### config.mk
export PLATFORM = sky130hd
export DESIGN_NAME = ifu_fetch_flat
export DESIGN_NICKNAME = d
export VERILOG_FILES = /design/src/rtl/ifu_fetch_if.sv /design/src/rtl/ifu_fetch.sv /design/src/flat_wrapper.sv
export SDC_FILE = /design/constraint.sdc
export NUM_CORES = 1
export LEC_CHECK = 0
export ABC_AREA = 1
export CAP_MARGIN = 0
export CELL_PAD_IN_SITES_DETAIL_PLACEMENT = 1
export CELL_PAD_IN_SITES_GLOBAL_PLACEMENT = 1
export CORE_UTILIZATION = 39
export DETAILED_ROUTE_END_ITERATION = 8
export PLACE_DENSITY = 0.9
export REMOVE_ABC_BUFFERS = 1
export SLEW_MARGIN = 10
export SYNTH_ARGS = -nofsm -noshare
export SYNTH_HDL_FRONTEND = slang
export SYNTH_SLANG_ARGS = --single-unit
### constraint.sdc
create_clock -name clk -period 2.56 [get_ports clk]
set_input_delay 0.64 -clock clk [delete_from_list [all_inputs] [get_ports clk]]
set_output_delay 0.64 -clock clk [all_outputs]
set_load 0.005 [all_outputs]
### src/rtl/ifu_fetch_if.sv
// Instruction bus between the fetch stage (master) and the memory/bus slave.
// Strobe and ready are active-low; read data is valid while if_rdy_ is low.
`timescale 1ns/1ps
interface ifu_fetch_if;
    logic [29:0] if_addr;
    logic        if_as_;
    logic [31:0] if_rd_data;
    logic        if_rdy_;

    modport master (
        output if_addr,
        output if_as_,
        input  if_rd_data,
        input  if_rdy_
    );

    modport slave (
        input  if_addr,
        input  if_as_,
        output if_rd_data,
        output if_rdy_
    );
endinterface

### src/rtl/ifu_fetch.sv
// Instruction-fetch stage: fetch PC, stall-tolerant bus handshake and IF/ID register.
// Optional fetch timeout pulse on if_bus_err is built only when IFU_BUS_TIMEOUT_EN is defined.
`timescale 1ns/1ps
module ifu_fetch #(
    parameter logic [29:0] RESET_VECTOR   = 30'h0,
    parameter logic [31:0] NOP_INSN       = 32'h0,
    parameter int unsigned TIMEOUT_CYCLES = 16
) (
    input  logic        clk,
    input  logic        reset,
    input  logic        stall,
    input  logic        flush,
    input  logic [29:0] new_pc,
    input  logic        br_taken,
    input  logic [29:0] br_addr,
    ifu_fetch_if.master bus,
    output logic [29:0] if_pc,
    output logic [31:0] if_insn,
    output logic        if_en,
    output logic        if_bus_err
);
    typedef enum logic [1:0] {S_IDLE, S_FETCH, S_DRAIN} state_t;

    state_t      state_reg, state_next;
    logic [29:0] fetch_pc_reg, fetch_pc_next;
    logic [29:0] if_pc_reg, if_pc_next;
    logic [31:0] if_insn_reg, if_insn_next;
    logic        if_en_reg, if_en_next;
    logic        hold_valid_reg, hold_valid_next;
    logic [29:0] hold_pc_reg, hold_pc_next;
    logic [31:0] hold_insn_reg, hold_insn_next;
    logic        br_pend_reg, br_pend_next;
    logic [29:0] br_pend_addr_reg, br_pend_addr_next;
    logic [29:0] drain_addr_reg, drain_addr_next;
    logic        as_n;
    logic [29:0] addr;
    logic        pending;
    logic        complete;
    logic [29:0] next_pc;

    always_ff @(posedge clk or negedge reset) begin
        if (!reset) begin
            state_reg        <= S_IDLE;
            fetch_pc_reg     <= RESET_VECTOR;
            if_pc_reg        <= RESET_VECTOR;
            if_insn_reg      <= NOP_INSN;
            if_en_reg        <= 1'b0;
            hold_valid_reg   <= 1'b0;
            hold_pc_reg      <= RESET_VECTOR;
            hold_insn_reg    <= NOP_INSN;
            br_pend_reg      <= 1'b0;
            br_pend_addr_reg <= RESET_VECTOR;
            drain_addr_reg   <= RESET_VECTOR;
        end else begin
            state_reg        <= state_next;
            fetch_pc_reg     <= fetch_pc_next;
            if_pc_reg        <= if_pc_next;
            if_insn_reg      <= if_insn_next;
            if_en_reg        <= if_en_next;
            hold_valid_reg   <= hold_valid_next;
            hold_pc_reg      <= hold_pc_next;
            hold_insn_reg    <= hold_insn_next;
            br_pend_reg      <= br_pend_next;
            br_pend_addr_reg <= br_pend_addr_next;
            drain_addr_reg   <= drain_addr_next;
        end
    end

    // An access is outstanding in S_FETCH whenever no stalled word is parked in the hold slot.
    assign pending  = (state_reg == S_FETCH) && !hold_valid_reg && bus.if_rdy_;
    assign complete = (state_reg == S_FETCH) && !hold_valid_reg && !bus.if_rdy_;

    always_comb begin
        if (br_taken && !stall)
            next_pc = br_addr;
        else if (br_pend_reg)
            next_pc = br_pend_addr_reg;
        else
            next_pc = fetch_pc_reg + 30'd1;
    end

    always_comb begin
        state_next        = state_reg;
        fetch_pc_next     = fetch_pc_reg;
        if_pc_next        = if_pc_reg;
        if_insn_next      = if_insn_reg;
        if_en_next        = if_en_reg;
        hold_valid_next   = hold_valid_reg;
        hold_pc_next      = hold_pc_reg;
        hold_insn_next    = hold_insn_reg;
        br_pend_next      = br_pend_reg;
        br_pend_addr_next = br_pend_addr_reg;
        drain_addr_next   = drain_addr_reg;
        as_n              = 1'b1;
        addr              = fetch_pc_reg;
        unique case (state_reg)
            S_IDLE: begin
                state_next = S_FETCH;
                if (flush)
                    fetch_pc_next = new_pc;
            end
            S_FETCH: begin
                as_n = hold_valid_reg;
                if (flush) begin
                    fetch_pc_next   = new_pc;
                    if_en_next      = 1'b0;
                    if_insn_next    = NOP_INSN;
                    hold_valid_next = 1'b0;
                    br_pend_next    = 1'b0;
                    // A strobed access cannot be abandoned; finish it and drop the data.
                    if (pending) begin
                        drain_addr_next = fetch_pc_reg;
                        state_next      = S_DRAIN;
                    end
                end else begin
                    if (hold_valid_reg && !stall) begin
                        if_pc_next      = hold_pc_reg;
                        if_insn_next    = hold_insn_reg;
                        if_en_next      = 1'b1;
                        hold_valid_next = 1'b0;
                    end else if (complete && stall) begin
                        hold_pc_next    = fetch_pc_reg;
                        hold_insn_next  = bus.if_rd_data;
                        hold_valid_next = 1'b1;
                    end else if (complete) begin
                        if_pc_next   = fetch_pc_reg;
                        if_insn_next = bus.if_rd_data;
                        if_en_next   = 1'b1;
                    end else if (!stall) begin
                        if_en_next   = 1'b0;
                        if_insn_next = NOP_INSN;
                    end
                    // A completing fetch is the delay slot; otherwise remember the target.
                    if (complete) begin
                        fetch_pc_next = next_pc;
                        br_pend_next  = 1'b0;
                    end else if (br_taken && !stall) begin
                        br_pend_next      = 1'b1;
                        br_pend_addr_next = br_addr;
                    end
                end
            end
            S_DRAIN: begin
                as_n       = 1'b0;
                addr       = drain_addr_reg;
                if_en_next = 1'b0;
                if (flush)
                    fetch_pc_next = new_pc;
                if (!bus.if_rdy_)
                    state_next = S_FETCH;
            end
            default: begin
                state_next = S_IDLE;
            end
        endcase
    end

    assign bus.if_as_   = as_n;
    assign bus.if_addr  = addr;
    assign if_pc        = if_pc_reg;
    assign if_insn      = if_insn_reg;
    assign if_en        = if_en_reg;

`ifdef IFU_BUS_TIMEOUT_EN
    logic [31:0] wait_cnt_reg, wait_cnt_next;
    logic        bus_err;

    // Counts consecutive unanswered strobe cycles; the access itself keeps going.
    always_comb begin
        wait_cnt_next = 32'd0;
        bus_err       = 1'b0;
        if (pending && !flush) begin
            if (wait_cnt_reg == TIMEOUT_CYCLES - 32'd1)
                bus_err = 1'b1;
            else
                wait_cnt_next = wait_cnt_reg + 32'd1;
        end
    end

    always_ff @(posedge clk or negedge reset) begin
        if (!reset)
            wait_cnt_reg <= 32'd0;
        else
            wait_cnt_reg <= wait_cnt_next;
    end

    assign if_bus_err = bus_err;
`else
    // TIMEOUT_CYCLES only matters when the timeout counter is built.
    assign if_bus_err = (TIMEOUT_CYCLES == 0) && 1'b0;
`endif
endmodule

### src/flat_wrapper.sv
// flat-port wrapper written by rule: the top's interface ports become plain ports
module ifu_fetch_flat 
#(
    parameter logic [29:0] RESET_VECTOR   = 30'h0,
    parameter logic [31:0] NOP_INSN       = 32'h0,
    parameter int unsigned TIMEOUT_CYCLES = 16
)
  (clk, reset, stall, flush, new_pc, br_taken, br_addr, if_pc, if_insn, if_en, if_bus_err, bus_if_addr, bus_if_as_, bus_if_rd_data, bus_if_rdy_);
  ifu_fetch_if bus_i ();
  input  logic clk;
  input  logic reset;
  input  logic stall;
  input  logic flush;
  input  logic [29:0] new_pc;
  input  logic br_taken;
  input  logic [29:0] br_addr;
  output logic [29:0] if_pc;
  output logic [31:0] if_insn;
  output logic if_en;
  output logic if_bus_err;
  output wire logic [$bits(bus_i.if_addr)-1:0] bus_if_addr;
  output wire logic [$bits(bus_i.if_as_)-1:0] bus_if_as_;
  input wire logic [$bits(bus_i.if_rd_data)-1:0] bus_if_rd_data;
  input wire logic [$bits(bus_i.if_rdy_)-1:0] bus_if_rdy_;
  assign bus_if_addr = bus_i.if_addr;
  assign bus_if_as_ = bus_i.if_as_;
  assign bus_i.if_rd_data = bus_if_rd_data;
  assign bus_i.if_rdy_ = bus_if_rdy_;
  ifu_fetch #(.RESET_VECTOR(RESET_VECTOR), .NOP_INSN(NOP_INSN), .TIMEOUT_CYCLES(TIMEOUT_CYCLES)) u_core (.clk(clk), .reset(reset), .stall(stall), .flush(flush), .new_pc(new_pc), .br_taken(br_taken), .br_addr(br_addr), .bus(bus_i), .if_pc(if_pc), .if_insn(if_insn), .if_en(if_en), .if_bus_err(if_bus_err));
endmodule
run_1/power_grid.png
The bar under the picture is 50 um long. Pins as bars on the die edge. Tap cells in grey.
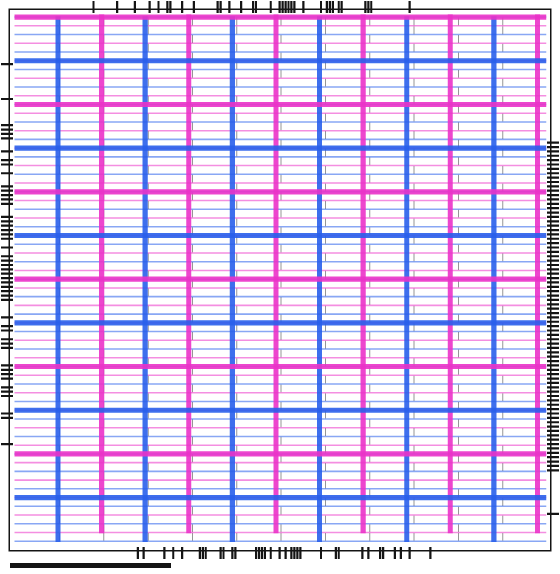
Key: VDD = magenta; VSS = blue
193 signal pins sit on the boundary. 12 straps on met5. The core has 60 rows. 12 straps on met4.
worst IR drop on VDD: 507 uV
die y size: 168 um
core area: 0.0270 mm^2
die width: 168 um

run_1/io_fan.png
The bar under the picture is 50 um long.
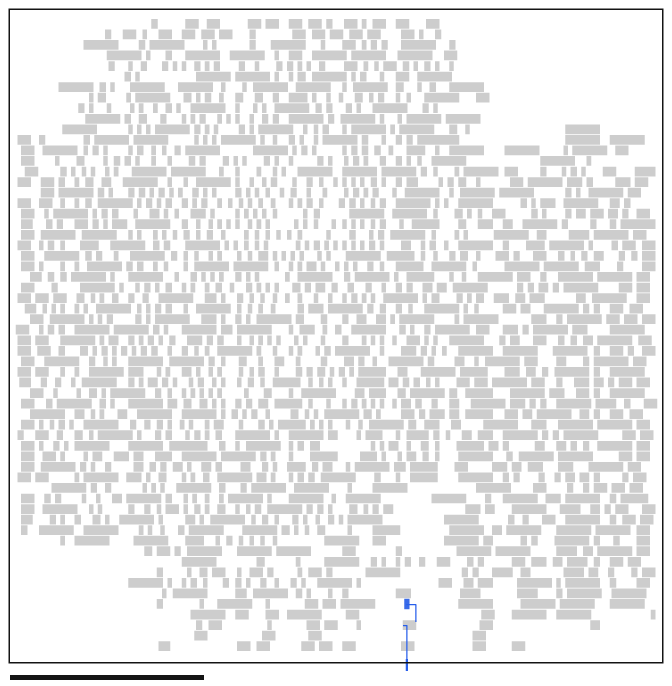
Key: br_taken = blue [bits 1, direction input, edge south, end cells 1, buffers 1, wire 16.8 um]

run_1/placement.png
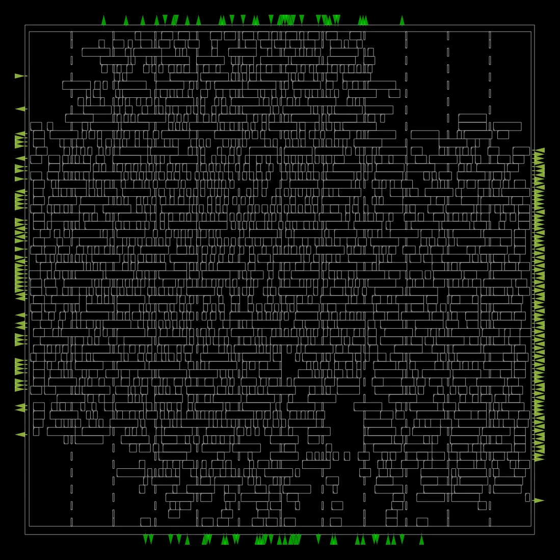
Tapcells: 341
fraction of area in registers: 38.8%

==> flow_metrics.tcl, run 1 <==
# place-and-route summary
set metrics [dict create \
    via_count 10400 \
    top_area_cell "dfrtp_1" \
    layout-drive-gt1-share_pct 10.7 \
    fp_util_pct 39.8 \
    drt_iter0_drc 981 \
    grt_use_met3_pct 4.09 \
    cts.sinks 219 \
    htreeDepth 1 \
    min-delay-path-class "input pin to asynchronous set/reset pin" \
    track_usage_pct 26.9 \
    wl_mm 37.4 \
    status "completed" \
    top_cells_by_count "nand2_1 (348), dfrtp_1 (219), o21ai_0 (201)" \
    relSlewSlack_pct 60.6 \
    slowest_stage "dfrtp_1" \
    numCtsBuffers 25 \
    synth_cells 1307 \
    compound_area_share_pct 18.6 \
    timing.final.hold_violations 0 \
    yosys_cells 1307 \
    required_ns 1.92 \
    fmax_mhz 394 \
    ys_sh_adder_pct 0.698 \
    chipArea_mm2 0.0283 \
    maxSlewViolCount 0 \
]
[run 1: placed cells by master (no fill, tap or decap), types with 3 or more instances in the layout]
| cell | n |
|---|---|
| nand2_1 | 348 |
| dfrtp_1 | 219 |
| o21ai_0 | 195 |
| clkdlybuf4s50_1 | 159 |
| nor2_1 | 113 |
| a21oi_1 | 85 |
| inv_1 | 72 |
| a22oi_1 | 39 |
| nand3_1 | 34 |
| a31oi_1 | 33 |
| buf_4 | 29 |
| mux2_2 | 27 |
| clkbuf_16 | 25 |
| buf_12 | 18 |
| clkbuf_2 | 11 |
| clkdlybuf4s15_1 | 11 |
| mux2_4 | 9 |
| o21ai_1 | 8 |
| clkinv_2 | 8 |
| dlygate4sd2_1 | 8 |
| o211ai_1 | 7 |
| clkbuf_8 | 6 |
| inv_2 | 4 |
| nor2_4 | 4 |
| nor2_2 | 4 |
| mux2_1 | 4 |
| ha_1 | 4 |
| clkbuf_1 | 3 |
[run 1: power by group through the flow]
stage	Clock (uW)	Combinational (uW)	Sequential, uW
after floorplan	0	3720	5930
after global placement	0	7000	6120
after detailed placement	0	7370	6250
after CTS	3570	7380	6220
after global routing	3680	8150	6430
final	3540	7360	6250
[run 1: worst register-to-register path, delay by kind of cell (launching register included)]
kind	cells	cell delay (ns)
buffers and inverters	5	0.74
and+or+nand+nor	5	0.59
DFF	1	0.41
adders and majority gates	1	0.17
AOI/OAI and AO/OA	1	0.13
[run 1: layout make-up]
| cell class | instances | area (um^2) |
|---|---|---|
| sequential | 219 | 5480 |
| clock buffer | 34 | 719 |
| fill | 3219 | 12900 |
| multi-input combinational | 930 | 4660 |
| clock inverter | 9 | 72.6 |
| inverter | 79 | 300 |
| timing repair buffer | 239 | 2450 |
| tap | 341 | 427 |
[run 1: final timing paths]
kind                                        startpoint                  endpoint  slack [ns]  cells past startpoint
worst max-delay path               u_core.state_reg[0]           bus_if_addr[22]        0.02                      6
worst min-delay path                             reset  u_core.hold_insn_reg[26]        0.06                      1
worst max register to register     u_core.state_reg[1]   u_core.fetch_pc_reg[22]        0.42                     12
worst min register to register  u_core.hold_pc_reg[11]    u_core.hold_pc_reg[11]        0.49                      2
max in group asynchronous                        reset   u_core.fetch_pc_reg[18]        1.70                      2
min in group clk                u_core.hold_pc_reg[11]    u_core.hold_pc_reg[11]        0.49                      2
[run 1: what timing repair did]
| action | in CTS | in global routing |
|---|---|---|
| setup buffers | 4 | 0 |
| endpoints found under the setup margin | 31 | 23 |
| resized | 48 | 34 |
| pin swaps | 1 | 0 |
| hold buffers | 0 | 0 |
| gates cloned | 1 | 0 |
[run 1: through the flow]
stage | setup TNS, ns | hold WS, ns | power (uW) | worst slack (ns) | instance area, um^2
after floorplan | -48.11 | 0.344 | 9660 | -0.636 | 10400
after global placement | 0 | 0.460 | 13100 | 0.130 | 13300
after detailed placement | 0 | 0.471 | 13600 | 0.00870 | 13300
after CTS | 0 | 0.0840 | 17200 | 0.00799 | 14200
after global routing | -0.0275 | 0.108 | 18300 | -0.0275 | 14100
final | 0 | 0.0554 | 17100 | 0.0218 | 14100
run_1/metal_density.png
34 x 34 tiles, from dark blue (low) to red (high), scaled to the fullest tile. Values are wire area over tile area, all layers added.
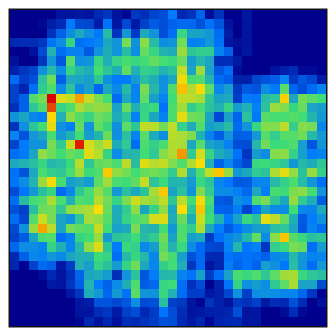

==> run 2: changes to the inputs <==
ABC_CLOCK_PERIOD_IN_PS = 2560   (was unset)
MAX_ROUTING_LAYER = met4   (was unset)
run_2/metal_density.png
34 x 34 tiles, from dark blue (low) to red (high), scaled to the fullest tile. Values are wire area over tile area, all layers added.
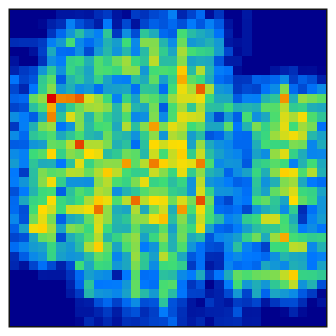
The mean over all tiles is 0.21. The emptiest ninth of the die: north-east. 26% of the tiles are over half the peak. The densest ninth of the die: centre. 11% of the tiles are nearly empty. The fullest tile reaches 0.63.
detailed-route wire length per cell: 20.2 um
total routed wirelength: 37.4 mm

==> flow_metrics.tcl, run 2 <==
# place-and-route summary
set metrics [dict create \
    top_area_cell "dfrtp_1" \
    logic_area_mm2 0.00466 \
    fp_util_pct 39.8 \
    die_h_um 168 \
    min-delay-path-class "input pin to asynchronous set/reset pin" \
    top_cells_by_count "nand2_1 (348), dfrtp_1 (219), o21ai_0 (201)" \
    rows 60 \
    relSlewSlack_pct 61.2 \
    fmax_mhz 396 \
    layout-drive-gt1-share_pct 10.7 \
    r2r_slack_ns 0.41 \
    cts.sinks 219 \
    peakVddDrop_uv 507 \
    via_count 10400 \
    synth_cells 1307 \
    seq_area_mm2 0.00548 \
    lay_top_count "nand2_1" \
    r2r_cells 12 \
    post-place-ws_ns 0.00870 \
    setup-tns-final_ns 0 \
    fillCellCount 3220 \
    timing.final.hold_violations 0 \
    fin_ws_ns 0.0367 \
    htreeDepth 1 \
    status "completed" \
    r2r-start "u_core.state_reg[1]" \
    drt_iter0_drc 908 \
    track_usage_pct 27.7 \
    numCtsBuffers 25 \
    required_ns 1.92 \
    rr_endpoint "u_core.fetch_pc_reg[22]" \
]
==> run 2: cell counts after synthesis <==
Identical to the previous run, type by type.
==> run 2: stage by stage <==
stage                     cell area [um^2]  cells  total power [uW]
after floorplan                      10400   1228              9660
after global placement               13300   1803             13100
after detailed placement             13300   1803             13600
after CTS                            14200   1851             17200
after global routing                 14100   1852             18300
final                                14100   1852             17100
==> run 2: how the worst max path moves through the flow <==
stage	startpoint	end	slack, ns	cells past startpoint
detailed placement	flush	u_core.fetch_pc_reg[0]	0.009	8
finish	u_core.state_reg[0]	bus_if_addr[22]	0.04	6
floorplan	u_core.state_reg[0]	u_core.fetch_pc_reg[5]	-0.64	9
global placement	u_core.state_reg[0]	bus_if_addr[25]	0.13	6
CTS	u_core.state_reg[0]	bus_if_addr[22]	0.008	6
global route	u_core.state_reg[0]	bus_if_addr[22]	-0.03	6
==> run 2: power by group through the flow <==
stage	sequential [uW]	clock [uW]	combinational, uW
2_1_floorplan	5930	0	3720
4_1_cts	6220	3570	7380
5_1_grt	6430	3680	8150
3_3_place_gp	6120	0	7000
3_5_place_dp	6250	0	7370
6_report	6250	3530	7360
==> run 2: cell type report <==
class,instances,area share [%]
Sequential cell,219,38.8
Multi-Input combinational cell,930,33.0
Timing Repair Buffer,239,17.4
Clock buffer,34,5.10
Tap cell,341,3.02
Inverter,79,2.13
Clock inverter,9,0.514
Antenna cell,1,0.0177
==> run 2: cell families after synthesis <==
group / synth area share (%)
other: 0.0348
adders and majority gates: 0.697
AOI/OAI and AO/OA: 18.6
buffers and inverters: 6.27
muxes: 4.50
xor gates and xnor gates: 0.163
DFF: 50.9
and+or+nand+nor: 18.8
==> run 2: repair_timing <==
action | 4_1_cts | 5_1_grt
hold buffers | 0 | 0
endpoints found under the setup margin | 31 | 23
cloned | 1 | 0
buffers inserted | 4 | 0
gates resized | 48 | 34
pin swaps | 1 | 0
==> run 2: layer usage <==
metal | GRT usage, % | up-vias | wire, um
met1 | 34.8 | 5189 | 15800
met3 | 3.97 | 88 | 2210
li1 | - | 4716 | -
met5 | - | - | 0
met2 | 45.5 | 384 | 18100
met4 | 10.3 | 0 | 1360
==> run 2: worst max-delay path: stages (launching register included) <==
cell and delay, ns:
dfrtp_1 0.40, inv_2 0.09, ha_4 0.25, buf_12 0.20, nand2_1 0.06, o21ai_0 0.10
clkdlybuf4s15_1 0.26
No activity file was given, so power comes from the tool's default toggle rates.
